**config.mk**
```make
export PLATFORM = sky130hd
export DESIGN_NAME = alu_arbiter
export DESIGN_NICKNAME = d
export VERILOG_FILES = /design/src/rtl/alu_pkg.sv /design/src/rtl/alu.sv /design/src/rtl/alu_arbiter.sv
export SDC_FILE = /design/constraint.sdc
export NUM_CORES = 1
export LEC_CHECK = 0
export CAP_MARGIN = 30
export CORE_MARGIN = 2
export CORE_UTILIZATION = 50
export DETAILED_ROUTE_END_ITERATION = 8
export PLACE_DENSITY_LB_ADDON = 0.15
export RECOVER_POWER = 100
export SETUP_SLACK_MARGIN = 0.15
export SLEW_MARGIN = 20
export SYNTH_ARGS = -nofsm -noshare
export SYNTH_HDL_FRONTEND = slang
export SYNTH_SLANG_ARGS = --single-unit
```
**constraint.sdc**
```tcl
create_clock -name clk -period 6.35 [get_ports clk]
set_input_delay 0.9525 -clock clk [delete_from_list [all_inputs] [get_ports clk]]
set_output_delay 0.9525 -clock clk [all_outputs]
set_load 0.02 [all_outputs]
```
**src/rtl/alu_pkg.sv**
```systemverilog
// Shared types for the two-requester ALU arbiter: command and FSM state
// encodings, data width, and the grant selection helper.
package alu_pkg;

  localparam int DW = 6;

  typedef enum logic [1:0] {
    ADD  = 2'b00,
    ROR  = 2'b01,
    NAND = 2'b10,
    RSVD = 2'b11
  } alu_cmd_e;

  typedef enum logic [1:0] {
    IDLE = 2'b00,
    EXEC = 2'b01,
    RESP = 2'b10
  } state_e;

  // Contention goes to the requester that was not served last when fair,
  // otherwise requester 0 always wins. A lone requester always wins.
  function automatic logic grant_idx(input logic [1:0] valid,
                                     input logic last,
                                     input logic fair);
    if (valid == 2'b11) begin
      return fair ? ~last : 1'b0;
    end
    return valid[1] & ~valid[0];
  endfunction

endpackage

```
**src/rtl/alu.sv**
```systemverilog
// Combinational 6-bit ALU: add with carry-in, rotate right, NAND.
// The reserved command yields zero.
module alu
  import alu_pkg::*;
(
  input  logic [1:0]    cmd,
  input  logic [DW-1:0] a,
  input  logic [DW-1:0] b,
  input  logic          sc_i,
  output logic [DW-1:0] rslt,
  output logic          neq
);

  localparam logic [DW-1:0] DW_V = DW[DW-1:0];

  logic [DW-1:0]   amt;
  logic [2*DW-1:0] dbl;

  // Rotating by b is rotating by b modulo the word width.
  assign amt = b % DW_V;
  assign dbl = {a, a} >> amt;
  assign neq = (a != b);

  always_comb begin
    rslt = '0;
    case (alu_cmd_e'(cmd))
      ADD:     rslt = a + b + {{(DW-1){1'b0}}, sc_i};
      ROR:     rslt = dbl[DW-1:0];
      NAND:    rslt = ~(a & b);
      default: rslt = '0;
    endcase
  end

endmodule

```
**src/rtl/alu_arbiter.sv**
```systemverilog
// Two-requester front end for a single ALU: arbitrates, executes one
// operation at a time and returns the result on the owner's lane.
module alu_arbiter
  import alu_pkg::*;
#(
  parameter int FAIR = 1
) (
  input  logic                 clk,
  input  logic                 rst_n,
  input  logic [1:0]           req_valid,
  output logic [1:0]           req_ready,
  input  logic [1:0][1:0]      req_cmd,
  input  logic [1:0][DW-1:0]   req_a,
  input  logic [1:0][DW-1:0]   req_b,
  output logic [1:0]           rsp_valid,
  input  logic [1:0]           rsp_ready,
  output logic [1:0][DW-1:0]   rsp_rslt,
  output logic [1:0]           rsp_zero,
  output logic [1:0]           rsp_neq,
  output logic                 busy,
  output logic [1:0]           dbg_state
);

  // Handshake: a transfer happens on a rising edge where valid and ready are
  // both high on the same lane. ready never depends on ready of the other
  // side; valid, once raised by this block, holds until its handshake.

  state_e        state;
  state_e        state_nxt;
  logic          gnt;
  logic          accept;
  logic          rsp_done;
  logic          last_grant;
  logic          owner;
  logic [1:0]    cmd_q;
  logic [DW-1:0] a_q;
  logic [DW-1:0] b_q;
  logic [DW-1:0] rslt_q;
  logic          zero_q;
  logic          neq_q;
  logic [DW-1:0] alu_rslt;
  logic          alu_neq;

  assign gnt      = grant_idx(req_valid, last_grant, FAIR != 0);
  assign accept   = (state == IDLE) && req_valid[gnt];
  assign rsp_done = (state == RESP) && rsp_ready[owner];

  always_ff @(posedge clk or negedge rst_n) begin
    if (!rst_n) begin
      state <= IDLE;
    end else begin
      state <= state_nxt;
    end
  end

  always_comb begin
    state_nxt = state;
    case (state)
      IDLE:    if (accept) state_nxt = EXEC;
      EXEC:    state_nxt = RESP;
      RESP:    if (rsp_done) state_nxt = IDLE;
      default: state_nxt = IDLE;
    endcase
  end

  always_comb begin
    req_ready = '0;
    rsp_valid = '0;
    if ((state == IDLE) && req_valid[gnt]) begin
      req_ready[gnt] = 1'b1;
    end
    if (state == RESP) begin
      rsp_valid[owner] = 1'b1;
    end
  end

  assign busy      = (state != IDLE);
  assign dbg_state = state;

  // Operands are captured at acceptance so requesters may change them freely.
  always_ff @(posedge clk or negedge rst_n) begin
    if (!rst_n) begin
      last_grant <= 1'b1;
      owner      <= 1'b0;
      cmd_q      <= '0;
      a_q        <= '0;
      b_q        <= '0;
    end else if (accept) begin
      last_grant <= gnt;
      owner      <= gnt;
      cmd_q      <= req_cmd[gnt];
      a_q        <= req_a[gnt];
      b_q        <= req_b[gnt];
    end
  end

  alu u_alu (
    .cmd  (cmd_q),
    .a    (a_q),
    .b    (b_q),
    .sc_i (1'b0),
    .rslt (alu_rslt),
    .neq  (alu_neq)
  );

  always_ff @(posedge clk or negedge rst_n) begin
    if (!rst_n) begin
      rslt_q <= '0;
      zero_q <= 1'b0;
      neq_q  <= 1'b0;
    end else if (state == EXEC) begin
      rslt_q <= alu_rslt;
      zero_q <= (alu_rslt == '0);
      neq_q  <= alu_neq;
    end
  end

  assign rsp_rslt = {rslt_q, rslt_q};
  assign rsp_zero = {zero_q, zero_q};
  assign rsp_neq  = {neq_q, neq_q};

endmodule

```
Local utilization:
Drawn at 4 px/micron. 8 x 8 tiles, from dark blue (low) to red (high), 0 to 100% covered.
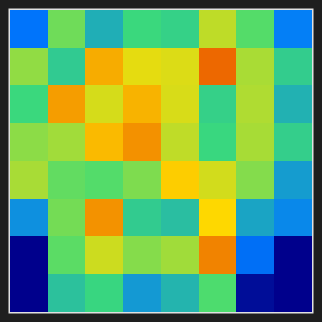
fullest tile = 88%
emptiest ninth of the die = south-east
tiles over 75% full = 16%
nearly empty tiles = 6.2%
mean over tiles = 52%
fp_density: 51.02%
final core utilization: 61.19%

Cell outlines without signal wires:
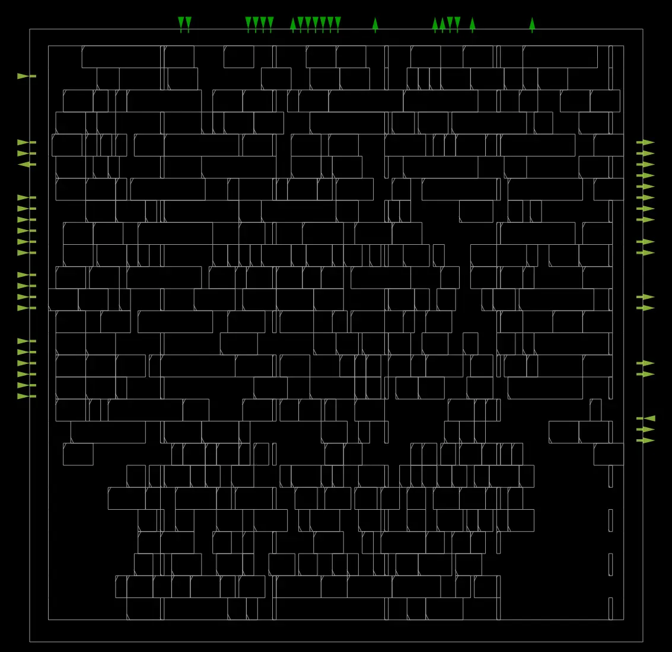
tap cells: 70
num rows: 26

Placement by cell class:
Drawn at 4 px/micron.
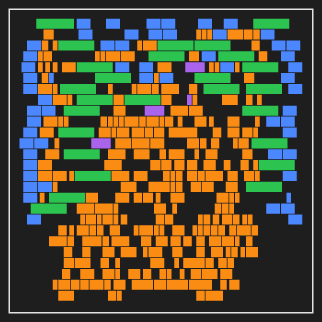
clock drivers and dummy loads -> purple  # cells 4, share of their area 1.5%
remaining buffers and delay cells -> blue  # cells 57, share of their area 19%
registers -> green  # cells 26, share of their area 22%
remaining logic cells -> orange  # cells 247, share of their area 58%
area of all placed cells without fillers: 3065 sq um
area of the core: 5010 sq um

Nets reached from selected ports:
Drawn at 4 px/micron.
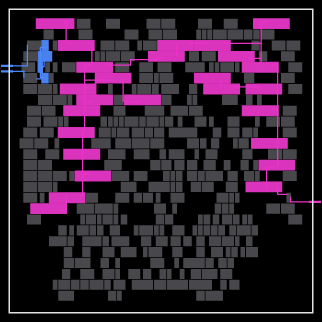
`req_valid` -> blue  # bits 2, direction input, edge west, end cells 5, buffers 2, wire 32.7 microns
`rst_n` -> magenta  # bits 1, direction input, edge east, end cells 26, buffers 1, wire 181 microns

Signal wires on met1:
Drawn at 6 px/micron. Supply wires on this layer in grey.
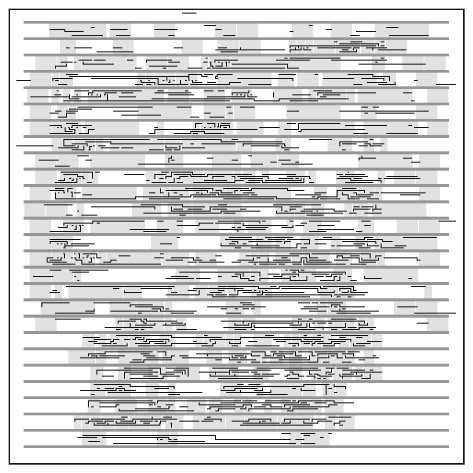
main direction = horizontal
wire length on this layer = 2990 microns
longest straight run = 30.4 microns
nets with wire on the layer = 333
share of all routed wire = 45%

==> impl_metrics.ini <==
; implementation run metrics
[route]
dr_wl_met3_microns = 475
dr.first_iter.drc_count = 272
wirelength_mm = 6.574
vias_per_cell = 6.250
wl_met2_mm = 3.006

[grt]
grt_max_degree = 27
gr-usage-met1_pct = 33.47

[worst_setup_path]
cp-endpoint = req_ready[0]
cp_data_arrival_time_ps = 3120

[run_status]
status = finished clean

[timing]
tightest_slew_ps = 1349
rsz0062_at_grt = false
finalHoldViolations = 0
final.setup.worst_slack_ps = 2282
final_max_slew_viol_count = 0

[clock_tree]
clockRootBuffer = clkbuf_8
ctsResizeCount = 0
insertion_delay_ps = 270
cts_hold_buf = 0

[logic_synthesis]
common_cells = 26 x inv_1, 25 x dfrtp_1, 23 x nand2_1, 22 x nor2_1, 14 x a222oi_1
syn_area_sq_um = 2556
yosys_area_sq_um = 2556
logic_family = AND-OR/OR-AND gates
synth.top_cell.area_share_pct = 24.47

[cells_and_area]
reg_top3 = a_q: 6 flops, b_q: 6 flops, rslt_q: 6 flops
post_route_cells_drive_above_1_share_pct = 8.084
final_cell_mix = 30 x clkdlybuf4s50_1, 26 x inv_1, 25 x dfrtp_1, 25 x dlygate4sd3_1, 23 x nand2_1

[hold_path]
hp-start = rslt_q[2]$_DFFE_PN0N_
hold_class = reg2reg

[floorplanning]
die_x_microns = 75.50
-- layout make-up --
cell class                      instances  area (sq um)
Inverter                               26         97.59
Fill cell                             461          1944
Timing Repair Buffer                   57         558.0
Tap cell                               70         87.58
Clock buffer                            4         45.04
Multi-Input combinational cell        221          1625
Sequential cell                        26         651.9
-- worst max-delay path: stages --
cell and delay [ps]:
dlygate4sd3_1 560, inv_1 60, o21ai_0 80, nor2_1 690, dlygate4sd3_1 780
